**config.mk**
```make
export PLATFORM = sky130hd
export DESIGN_NAME = box_motion_ctrl
export DESIGN_NICKNAME = d
export VERILOG_FILES = /design/src/rtl/box_pkg.sv /design/src/rtl/btn_debounce.sv /design/src/rtl/box_motion_ctrl.sv
export SDC_FILE = /design/constraint.sdc
export NUM_CORES = 1
export LEC_CHECK = 0
export ABC_AREA = 1
export CAP_MARGIN = 15
export CORE_ASPECT_RATIO = 1.4
export CORE_MARGIN = 5
export CORE_UTILIZATION = 40
export CTS_CLUSTER_SIZE = 24
export DETAILED_ROUTE_END_ITERATION = 6
export PLACE_DENSITY = 0.55
export SYNTH_ARGS = -nofsm -noshare
export SYNTH_HDL_FRONTEND = slang
export SYNTH_SLANG_ARGS = --single-unit
```
**constraint.sdc**
```tcl
create_clock -name clk_25mhz -period 3.5 [get_ports clk_25mhz]
set_input_delay 1.05 -clock clk_25mhz [delete_from_list [all_inputs] [get_ports clk_25mhz]]
set_output_delay 1.05 -clock clk_25mhz [all_outputs]
set_load 0.01 [all_outputs]
```
**src/rtl/box_pkg.sv**
```systemverilog
// Shared constants, FSM encoding and coordinate helpers for the box overlay controller.
package box_pkg;
  localparam int COORD_W   = 10;
  localparam int NUM_BTN   = 5;
  localparam int BTN_RIGHT = 0;
  localparam int BTN_LEFT  = 1;
  localparam int BTN_UP    = 2;
  localparam int BTN_DOWN  = 3;
  localparam int BTN_MODE  = 4;

  typedef enum logic {WAIT_EDGE = 1'b0, UPDATE = 1'b1} state_t;

  // Limits for the default 640x480 / 100x100 geometry.
  localparam int X_MAX = 640 - 100;
  localparam int Y_MAX = 480 - 100;

  function automatic logic [COORD_W-1:0] coord_max(input int active, input int box);
    return COORD_W'(active - box);
  endfunction

  function automatic logic [COORD_W-1:0] clamp_coord(input logic signed [COORD_W:0] v,
                                                     input logic [COORD_W-1:0] lim);
    if (v < 0)                      return '0;
    else if (v > $signed({1'b0, lim})) return lim;
    else                            return v[COORD_W-1:0];
  endfunction
endpackage

```
**src/rtl/btn_debounce.sv**
```systemverilog
// Two-flop synchroniser followed by a stable-level debouncer for one button.
module btn_debounce #(
  parameter int DB_CYCLES = 250000
) (
  input  logic clk_25mhz,
  input  logic rst,
  input  logic raw,
  output logic level
);
  localparam int CW = $clog2(DB_CYCLES + 1);

  logic          s1, s2;
  logic [CW-1:0] cnt;

  always_ff @(posedge clk_25mhz) begin
    if (rst) begin
      s1    <= 1'b0;
      s2    <= 1'b0;
      cnt   <= '0;
      level <= 1'b0;
    end else begin
      s1 <= raw;
      s2 <= s1;
      if (s2 == level) begin
        cnt <= '0;
      end else if (cnt == CW'(DB_CYCLES - 1)) begin
        level <= s2;
        cnt   <= '0;
      end else begin
        cnt <= cnt + 1'b1;
      end
    end
  end
endmodule

```
**src/rtl/box_motion_ctrl.sv**
```systemverilog
// Per-frame box position controller: debounced buttons, manual/bounce motion,
// clamped to the active area, plus a registered per-pixel in_box flag.
module box_motion_ctrl
  import box_pkg::*;
#(
  parameter int H_ACTIVE  = 640,
  parameter int V_ACTIVE  = 480,
  parameter int BOX_W     = 100,
  parameter int BOX_H     = 100,
  parameter int STEP      = 1,
  parameter int DB_CYCLES = 250000
) (
  input  logic               clk_25mhz,
  input  logic               rst,
  input  logic               vsync,
  input  logic [4:0]         btn_raw,
  input  logic [COORD_W-1:0] x,
  input  logic [COORD_W-1:0] y,
  output logic [COORD_W-1:0] box_x,
  output logic [COORD_W-1:0] box_y,
  output logic               in_box,
  output logic               bounce_mode,
  output logic               frame_tick
);
  localparam logic [COORD_W-1:0]      X_LIM  = coord_max(H_ACTIVE, BOX_W);
  localparam logic [COORD_W-1:0]      Y_LIM  = coord_max(V_ACTIVE, BOX_H);
  localparam logic [COORD_W-1:0]      X_HOME = COORD_W'((H_ACTIVE - BOX_W) / 2);
  localparam logic [COORD_W-1:0]      Y_HOME = COORD_W'((V_ACTIVE - BOX_H) / 2);
  localparam logic signed [COORD_W:0] STEP_S = (COORD_W+1)'(STEP);
  localparam logic signed [COORD_W:0] ZERO   = '0;

  logic [NUM_BTN-1:0] btn_lvl;

  for (genvar i = 0; i < NUM_BTN; i++) begin : g_db
    btn_debounce #(.DB_CYCLES(DB_CYCLES)) u_db (
      .clk_25mhz (clk_25mhz),
      .rst       (rst),
      .raw       (btn_raw[i]),
      .level     (btn_lvl[i])
    );
  end

  state_t                  state;
  logic                    vsync_q, mode_q, dx, dy;
  logic signed [COORD_W:0] sx, sy, nx, ny;
  logic                    flip_x, flip_y;

  assign sx = $signed({1'b0, box_x});
  assign sy = $signed({1'b0, box_y});

  // Unclamped next position; clamping and reflection happen on commit.
  always_comb begin
    nx     = sx;
    ny     = sy;
    flip_x = 1'b0;
    flip_y = 1'b0;
    if (bounce_mode) begin
      nx     = dx ? sx + STEP_S : sx - STEP_S;
      ny     = dy ? sy + STEP_S : sy - STEP_S;
      flip_x = dx ? (nx >= $signed({1'b0, X_LIM})) : (nx <= ZERO);
      flip_y = dy ? (ny >= $signed({1'b0, Y_LIM})) : (ny <= ZERO);
    end else if (btn_lvl[BTN_RIGHT]) nx = sx + STEP_S;
    else if (btn_lvl[BTN_LEFT])      nx = sx - STEP_S;
    else if (btn_lvl[BTN_UP])        ny = sy - STEP_S;
    else if (btn_lvl[BTN_DOWN])      ny = sy + STEP_S;
  end

  always_ff @(posedge clk_25mhz) begin
    if (rst) begin
      state       <= WAIT_EDGE;
      vsync_q     <= 1'b0;
      mode_q      <= 1'b0;
      box_x       <= X_HOME;
      box_y       <= Y_HOME;
      dx          <= 1'b1;
      dy          <= 1'b1;
      bounce_mode <= 1'b0;
      frame_tick  <= 1'b0;
    end else begin
      vsync_q    <= vsync;
      mode_q     <= btn_lvl[BTN_MODE];
      frame_tick <= 1'b0;
      // A toggle landing on the UPDATE cycle takes effect for the next frame.
      if (btn_lvl[BTN_MODE] && !mode_q) bounce_mode <= ~bounce_mode;
      case (state)
        WAIT_EDGE: if (vsync && !vsync_q) state <= UPDATE;
        UPDATE: begin
          state      <= WAIT_EDGE;
          frame_tick <= 1'b1;
          box_x      <= clamp_coord(nx, X_LIM);
          box_y      <= clamp_coord(ny, Y_LIM);
          if (flip_x) dx <= ~dx;
          if (flip_y) dy <= ~dy;
        end
        default: state <= WAIT_EDGE;
      endcase
    end
  end

  logic [COORD_W:0] x_end, y_end;
  assign x_end = {1'b0, box_x} + (COORD_W+1)'(BOX_W);
  assign y_end = {1'b0, box_y} + (COORD_W+1)'(BOX_H);

  always_ff @(posedge clk_25mhz) begin
    if (rst) in_box <= 1'b0;
    else     in_box <= (x >= box_x) && ({1'b0, x} < x_end) &&
                       (y >= box_y) && ({1'b0, y} < y_end);
  end
endmodule

```
**Run 1: placed standard cells**

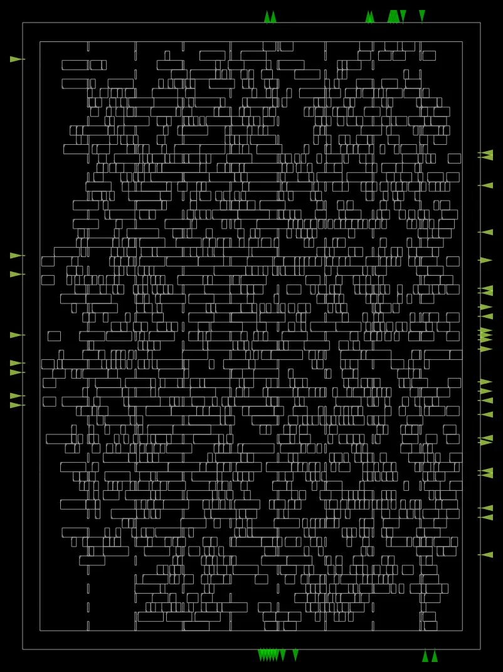
Non-Filler Instances: 1,588
filler instances: 2,204
Seq cells: 133

**Run 1: met3 routing**

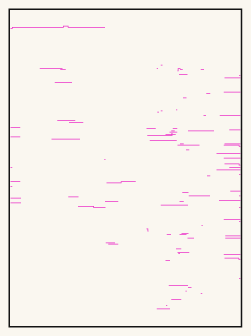
main direction: horizontal
wire length on this layer: 563 um

**Run 1: pin map**

Pins as bars across the die edge, other pins in grey.
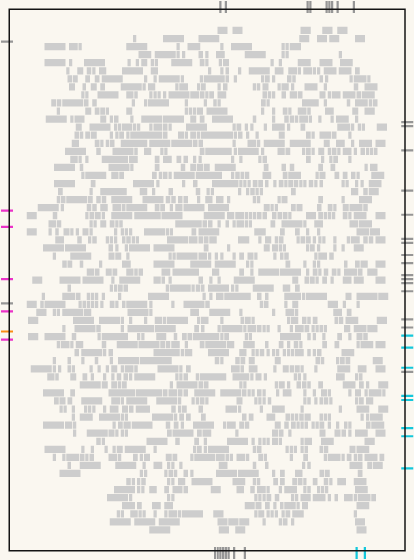
| colour | port | pins | direction | edge |
|---|---|---|---|---|
| cyan | `y` | 10 | input | 8 right, 2 bottom |
| orange | `rst` | 1 | input | left |
| magenta | `btn_raw` | 5 | input | left |
all pins by edge: 24 right, 10 bottom, 9 top, 8 left

==> out/results.txt, run 1 <==
Status = finished, final reports clean
Total CTS buffers = 17
Root Driver = clkbuf_16
Hold_sp = vsync_q
Max-Slew Margin vs Limit = 55.9%
Hold Path End = state
Top comb family, area = simple AND/OR/NAND/NOR gates
CP peak stage delay = 0.68 ns
Synth cell count leaders = nand2_1, nor2_1, inv_1
VDD IR-drop max = 0.251 mV
Post-detail-place hpwl = 16,800 um
Sw power = 731 uW
# setup viols final = 0
Sequential-to-total area share from yosys stat = 31.4%
Worst Setup SP = bounce_mode
Post-CTS setup buffer count = 0
FF+latch count, synth = 133
Layout Nets = 1,395
Crit path max fanout = 14
Vias/cell = 5.08
Unrepaired setup endpoints after global routing = false
CP top delay family = flip-flops
Comb pwr share = 3.6%
Global placement routability congestion = 0.906
Fp_density = 40.3%
Final hold vios = 0
Register Area = 2660 um^2
Cell count of the worst reg-to-reg path = 14
Achievable frequency = 0.357 GHz
Avg Cell Area, Syn = 6.74 um^2
Vias in the first global route = 7,767
Layout cells sized above 1 = 8.36%
Crit Path Category = reg -> out
Worst reg2reg path endpoint = in_box
Most common cell in the netlist = nand2_1
Wirelength per Cell = 13.6 um
Top cells by area = dfxtp_1, nand2_1, ha_1, nor2_1, inv_1
Final core utilization = 46.9%
Largest regs = g_db.u_db.cnt (90), box_x (10), box_y (10)
ANT cells = 0
Post-synth net total = 1,338
DRC = 0
Compound Share, Synth = 12.6%
Yosys chip area = 8490 um^2
Setup tns final = 0 ns
CP endpoint kind = primary output
Synth Instances = 1,259
MUX area fraction = 0%
Buf/Inv on CP = 1
Slew @ Worst Pin = 0.659 ns
Die Y-Extent = 182 um
Synthesized cell area = 8490 um^2
Insertion delay at the late pin of the worst-skew pair = 0.40 ns
Worst setup SP type = register
Yosys xor share = 5.03%
Worst Path Arrival = 1.75 ns
First-pass GRT wire length = 36,000 um
PortBufs = 50
Post-synthesis adder-cell area fraction = 7.52%
Worst hold path depth = 1
Ys Warns = 0
Drt first pass iters = 6
Tool warning count = 34
Tcrit/Tclk final = 80.0%
Crit Reg-Reg Startpoint = box_y[3]
Slew Viols, Final = 0
Worst Skew = 0.0120 ns
Gr usage total = 17.7%
Placed insts = 1,557
DP Area = 9270 um^2
Clk sinks = 133
Top Layout Cells = nand2_1, nor2_1, inv_1, dfxtp_1, nand3_1
Crit path DRT = 2.45 ns
Largest register FFs = 90
1st-iter DRT viols = 400
IO Pins = 51
Sw frac = 21.2%
Async S/R FF share, synth = 0%
Logic area = 5070 um^2
CP Depth = 1
Post-DRT Antenna Nets = 0
Cell count listed in synth_stat.txt = 1,259
Largest net degree at the start of global routing = 19
Main flop type = dfxtp_1
Area share, top type = 31.4%
H-tree depth = 4
Post-place setup slack = 0.625 ns
Hold-fix buffers, CTS = 0
Cell-internal power = 2720 uW
Via count = 8,065
Cell variety after synth = 51
Core area = 21,000 um^2
Clk pwr share = 52.1%
Setup ws final = 0.702 ns
Sequential share of power = 44.3%
Pwr Total = 3450 uW
Post_cts resized = 0
Min cycle time layout = 2.80 ns
Clk slew on worst S/H paths = 0.05 ns
Crit-path slowest cell = dfxtp_1
Initial antenna violation count = 0
Pwr/cell area = 350 nW/um^2
Flop2flop setup slack = 0.89 ns
CTS tree = built
Biggest register = g_db.u_db.cnt
Setup crit end = bounce_mode
Post-Route WL = 21,500 um
Max_cap viols = 0
## run 1: power groups by stage
stage	sequential [uW]	combinational [uW]	clock, uW
2_1_floorplan	1560	64.5	0
6_report	1530	126	1800
5_1_grt	1530	142	1910
3_5_place_dp	1560	127	0
3_3_place_gp	1560	126	0
4_1_cts	1530	128	1850
## run 1: layout make-up
type	count	area share (%)
clock buffer	19	4.49
clock inverter	12	1.57
inverter	165	6.27
multi-input combinational	937	51.4
sequential	133	27.0
tap	260	3.30
timing repair buffer	62	5.98
## run 1: routing by layer
metal  wire (um)  GRT usage (%)  vias to the layer above
li1            -              -                     4256
met1        9430           20.4                     3649
met2       11100           33.0                      133
met3         563           2.51                       27
met4         454           6.05                        0
met5           0              0                        -
## Run 2: what changed since run 1
- PLACE_DENSITY: 0.55 -> 0.58
- clock period: 3.5 -> 2.3 ns (I/O delays scaled with it)
**Run 2: pin map**

Pins as bars across the die edge, other pins in grey.
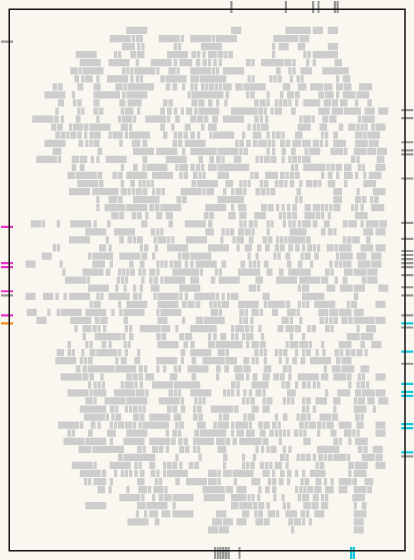
| colour | port | pins | direction | edge |
|---|---|---|---|---|
| magenta | `btn_raw` | 5 | input | left |
| cyan | `y` | 10 | input | 8 right, 2 bottom |
| orange | `rst` | 1 | input | left |
all pins by edge: 28 right, 9 bottom, 8 left, 6 top

==> run 2 against run 1 <==
Compared with the run above: critical path depth up 1; first-iteration DRC count fell by 20%; setup slack worse by 0.64 ns; cell area is 6.9% higher; total power up 55%; die area is the same; clock skew fell by 0.0024 ns; synthesized area is the same; sequential power rose by 52%; global-route usage is 0.52 points higher; synthesized cell count is the same; routed wire length rose by 1.8%; critical endpoint is now box_y[5]; highest routed layer unchanged.
==> out/results.txt, run 2 <==
Pwr Total = 5350 uW (+55%)
Largest net degree at the start of global routing = 19 (unchanged)
Crit path max fanout = 6 (-8)
Worst Skew = 0.00961 ns (-0.00238 ns)
Status = finished, final reports clean
Cell count of the worst reg-to-reg path = 13 (-1)
CP endpoint kind = primary output
Layout Nets = 1,462 (+4.8%)
Slew Viols, Final = 0 (unchanged)
Setup ws final = 0.0581 ns (-0.644 ns)
Worst setup SP type = register
Crit path DRT = 1.61 ns (-0.84 ns)
Biggest register = g_db.u_db.cnt
Gr usage total = 18.2% (+0.52 points)
Final core utilization = 50.1% (+3.2 points)
Vias/cell = 4.99 (-1.7%)
Vias in the first global route = 7,837 (+0.90%)
Max_cap viols = 0 (unchanged)
Power of the combinational group = 217 uW (+72%)
Worst Path Arrival = 1.55 ns (-0.20 ns)
Setup crit end = box_y[5]
Area share, top type = 31.4% (unchanged)
ANT cells = 0 (unchanged)
Wirelength per Cell = 13.3 um (-2.3%)
Ys Warns = 0 (unchanged)
Synth cell count leaders = nand2_1, nor2_1, inv_1
Clk sinks = 133 (unchanged)
Async S/R FF share, synth = 0% (unchanged)
DP Area = 9760 um^2 (+5.2%)
Largest register FFs = 90 (unchanged)
Tcrit/Tclk final = 97.5%
Drt first pass iters = 5 (-1)
VDD IR-drop max = 0.342 mV (+36%)
Main flop type = dfxtp_1
Flop2flop setup slack = 0.15 ns (-0.74 ns)
Clk pwr share = 52.6% (+0.5 points)
Via count = 8,261 (+2.4%)
P_clk = 2810 uW (+56%)
Unrepaired setup endpoints after global routing = true
Synthesized cell area = 8490 um^2 (unchanged)
Crit Reg-Reg Startpoint = box_x[3]
Die Y-Extent = 182 um (unchanged)
Non-Filler Instances = 1,655 (+4.2%)
Sequential power = 2320 uW (+52%)
Avg Cell Area, Syn = 6.74 um^2 (unchanged)
PortBufs = 50 (unchanged)
# setup viols final = 0 (unchanged)
Sequential share of power = 43.4% (-0.9 points)
Worst hold path depth = 1 (unchanged)
Buf/Inv on CP = 2 (+1)
Global placement routability congestion = 0.899 (-0.86%)
CTS tree = built
Synth Instances = 1,259 (unchanged)
CP Depth = 2 (+1)
Initial antenna violation count = 0 (unchanged)
Post-DRT Antenna Nets = 0 (unchanged)
Post-CTS setup buffer count = 0 (unchanged)
DRC = 0 (unchanged)
First-pass GRT wire length = 36,800 um (+2.3%)
Placed insts = 1,620 (+4.0%)
Total CTS buffers = 17 (unchanged)
Most common cell in the netlist = nand2_1
Hold Path End = state
Insertion delay at the late pin of the worst-skew pair = 0.42 ns (+0.02 ns)
Yosys chip area = 8490 um^2 (unchanged)
Comb pwr share = 4.1% (+0.5 points)
Pwr/cell area = 507 nW/um^2 (+45%)
Crit Path Category = reg -> out
CP top delay family = buffers and inverters
Post-synth net total = 1,338 (unchanged)
Largest regs = g_db.u_db.cnt (90), box_x (10), box_y (10)
Top power group = the clock network
IO Pins = 51 (unchanged)
Max-Slew Margin vs Limit = 61.6% (+5.7 points)
**Run 2: met3 routing**

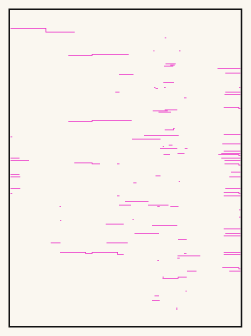
nets with wire on the layer: 70
share of all routed wire: 3.2%
wire length on this layer: 701 um
main direction: horizontal
longest straight run: 22.8 um

run 2: cell counts after synthesis:
Identical to the previous run, type by type.
run 2: layer usage:
layer	track usage (%)	wire length [um]	share of wire (%)
met1	21.2	9540	43
met2	33.3	11100	51
met3	3.03	700	3.2
met4	6.63	561	2.6
met5	0	0	0
run 2: area by class of cell:
class	count	area (um^2)
Clock buffer	21	450
Clock inverter	10	155
Fill cell	2139	10500
Inverter	165	619
Multi-Input combinational cell	937	5210
Sequential cell	133	2690
Tap cell	260	325
Timing Repair Buffer	129	1110
run 2: cell families after synthesis:
family                     synth area share [%]
buffers and inverters                      8.84
adders and majority gates                  7.52
and+or+nand+nor                            34.6
DFF                                        31.4
AOI/OAI and AO/OA                          12.6
xor gates and xnor gates                   5.03
## Run 3: what changed since run 2
- CAP_MARGIN: 15 -> not set
==> run 3 against run 2 <==
Compared with the run above: critical path depth unchanged; setup slack unchanged; clock skew unchanged; combinational power about the same; hold slack unchanged; maximum frequency unchanged; largest cell class unchanged; via count unchanged; synthesized cell count unchanged; core utilization unchanged; sequential share of layout area unchanged; non-clock buffer count unchanged.
==> out/results.txt, run 3 <==
Status = finished, final reports clean
Mi-comb count = 937 (unchanged)
Logic area = 5210 um^2 (unchanged)
DIE AREA = 24,300 um^2
Sequential power = 2320 uW (about the same)
Layout clock area frac = 5.74% (unchanged)
Non-clock buffer total of the final layout = 129 (unchanged)
Placed insts = 1,620 (unchanged)
Top comb family, area = simple AND/OR/NAND/NOR gates
Rows = 63
CTS tree = built
Crit path DRT = 1.61 ns (about the same)
Gr usage total = 18.2% (unchanged)
Layout Nets = 1,462 (unchanged)
Crit path max fanout = 6 (unchanged)
Non-Filler Instances = 1,655 (unchanged)
Top cells by area = dfxtp_1, nand2_1, ha_1, nor2_1, inv_1
Compound Share, Synth = 12.6% (unchanged)
Crit Reg-Reg Startpoint = box_x[3]
Crit-path cells = buf_4, clkdlybuf4s50_1
Core area = 21,000 um^2
CP endpoint kind = primary output
Pwr Total = 5350 uW (unchanged)
VDD IR-drop max = 0.342 mV (unchanged)
Max_cap viols = 0 (unchanged)
Synth Instances = 1,259 (unchanged)
Non-clk buf share = 10.5% (unchanged)
Biggest register = g_db.u_db.cnt
Clk buf depth = 2
Post-synth net total = 1,338 (unchanged)
Setup tns final = 0 ns
Sequential-to-total area share from yosys stat = 31.4%
Post-DRT Antenna Nets = 0 (unchanged)
Clkbuf count = 21 (unchanged)
Crit Path Category = reg -> out
Area share, top type = 31.4% (unchanged)
Slew @ Worst Pin = 0.570 ns
Cell-internal power = 4250 uW
Post-synth EDFFs = 0
IO Pins = 51 (unchanged)
P_clk = 2810 uW (about the same)
MUX area fraction = 0% (unchanged)
Worst reg2reg path endpoint = in_box
Post-synthesis adder-cell area fraction = 7.52% (unchanged)
Met2 wire length = 11,100 um (unchanged)
FF+latch count, synth = 133
GRT Residual Overflow = 0
Drt first pass iters = 5 (unchanged)
PortBufs = 50 (unchanged)
Hold Path End = state
Worst Setup SP = box_y[5]
Worst Skew = 0.00961 ns (unchanged)
Die Y-Extent = 182 um (unchanged)
Worst hold path depth = 1 (unchanged)
Global placement routability congestion = 0.899 (unchanged)
N_taps = 260 (unchanged)
Top Layout Cells = nand2_1, inv_1, nor2_1, dfxtp_1, nand3_1
Total CTS buffers = 17 (unchanged)
Yosys chip area = 8490 um^2 (unchanged)
Register Area = 2690 um^2 (unchanged)
Tcrit/Tclk final = 97.5% (unchanged)
Main flop type = dfxtp_1
Ys Warns = 0 (unchanged)
Clk sinks = 133 (unchanged)
Max-Slew Margin vs Limit = 61.6% (unchanged)
Min cycle time layout = 2.24 ns
Signal inverters = 165 (unchanged)
Logic share of the area = 49.4% (unchanged)
Power of the combinational group = 217 uW (about the same)
H-tree depth = 4
Async S/R FF share, synth = 0% (unchanged)
Wirelength per Cell = 13.3 um (unchanged)
Vias in the first global route = 7,837 (unchanged)
Setup crit end = box_y[5]
Cell type with the largest total area = dfxtp_1
Worst setup SP type = register
Synth cell count leaders = nand2_1, nor2_1, inv_1
First-pass GRT wire length = 36,800 um (unchanged)
Crit-path slowest cell = clkdlybuf4s50_1
Cell variety after synth = 51
Clk slew on worst S/H paths = 0.06 ns
Fp_density = 40.3%
Cell count listed in synth_stat.txt = 1,259
Hold_sp = vsync_q
Commonest Layout Cell = nand2_1
Setup ws final = 0.0581 ns (unchanged)
Met1 Use GR = 21.2% (unchanged)
Post-place setup slack = -0.257 ns
Filler instances = 2,139 (unchanged)
Most common cell in the netlist = nand2_1
Clk pwr share = 52.6% (about the same)
Synthesized cell area = 8490 um^2 (unchanged)
Layer with the highest usage = met2
Seq cells = 133 (unchanged)
Grt met2 use = 33.3% (unchanged)
DRT met1 WL = 9540 um (unchanged)
Simple share = 34.6% (unchanged)
Final core utilization = 50.1% (unchanged)
Worst Path Arrival = 1.55 ns (about the same)
# setup viols final = 0 (unchanged)
Tool warning count = 35
Yosys xor share = 5.03% (unchanged)
Sequential share of power = 43.4% (about the same)
DRC = 0 (unchanged)
Die X = 133 um
Metal3 WL = 700 um (unchanged)
Root Driver = clkbuf_16
Post-detail-place hpwl = 17,200 um
CP peak stage delay = 0.55 ns
Largest register FFs = 90 (unchanged)
Pwr/cell area = 507 nW/um^2 (unchanged)
Highest Signal Layer = met4
Top cell category = logic gates
Vias/cell = 4.99 (unchanged)
Hold-fix buffers, CTS = 0
ANT cells = 0 (unchanged)
Insertion delay at the late pin of the worst-skew pair = 0.42 ns (about the same)
Sw frac = 20.6%
Top power group = the clock network
Flop share of the area = 25.5% (unchanged)
Cell count of the worst reg-to-reg path = 13 (unchanged)
Largest net degree at the start of global routing = 19 (unchanged)
Avg Cell Area, Syn = 6.74 um^2 (unchanged)
Slew Viols, Final = 0 (unchanged)
Sw power = 1100 uW
Comb pwr share = 4.1% (about the same)
Flop2flop setup slack = 0.15 ns (about the same)
1st-iter DRT viols = 321
Largest regs = g_db.u_db.cnt (90), box_x (10), box_y (10)
Initial antenna violation count = 0 (unchanged)
Unrepaired setup endpoints after global routing = true
Achievable frequency = 0.446 GHz
-- run 3: cell counts after synthesis --
No cell type changed its count.
-- run 3: timing repair --
action | 4_1_cts | 5_1_grt
buffers inserted | 0 | 4
pin swaps | 0 | 19
hold endpoints to repair | 0 | 0
gates cloned | 0 | 0
gates resized | 3 | 50
endpoints found under the setup margin | 3 | 20
-- run 3: critical path, delay by kind of cell (launching register included) --
family / cells / cell delay [ns]
flip-flops: 1 / 0.41
buffers and inverters: 2 / 0.74
-- run 3: stage by stage --
step           cell area [um^2]  hold slack, ns
6_report                  10600           0.391
5_1_grt                   10600           0.418
4_1_cts                   10400           0.394
3_5_place_dp               9760           0.386
3_3_place_gp               9760           0.377
2_1_floorplan              8490           0.373
**Run 3: local utilization**

13 x 18 tiles, from white (low) to dark blue (high), 0 to 100% covered.
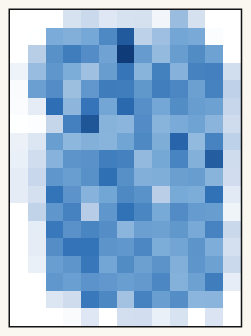
tiles over 75% full: 2.6%
fullest tile: 95%
emptiest ninth of the die: bottom left
mean over tiles: 42%
nearly empty tiles: 12%

**Run 3: met3 routing**

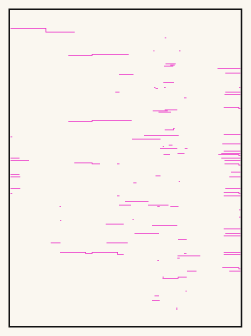
Global Route met3 Usage: 3.03%
via count: 8,261
Post-Route WL: 21,900 um

Power figures rest on the tool's default switching activity, not on a simulated workload.
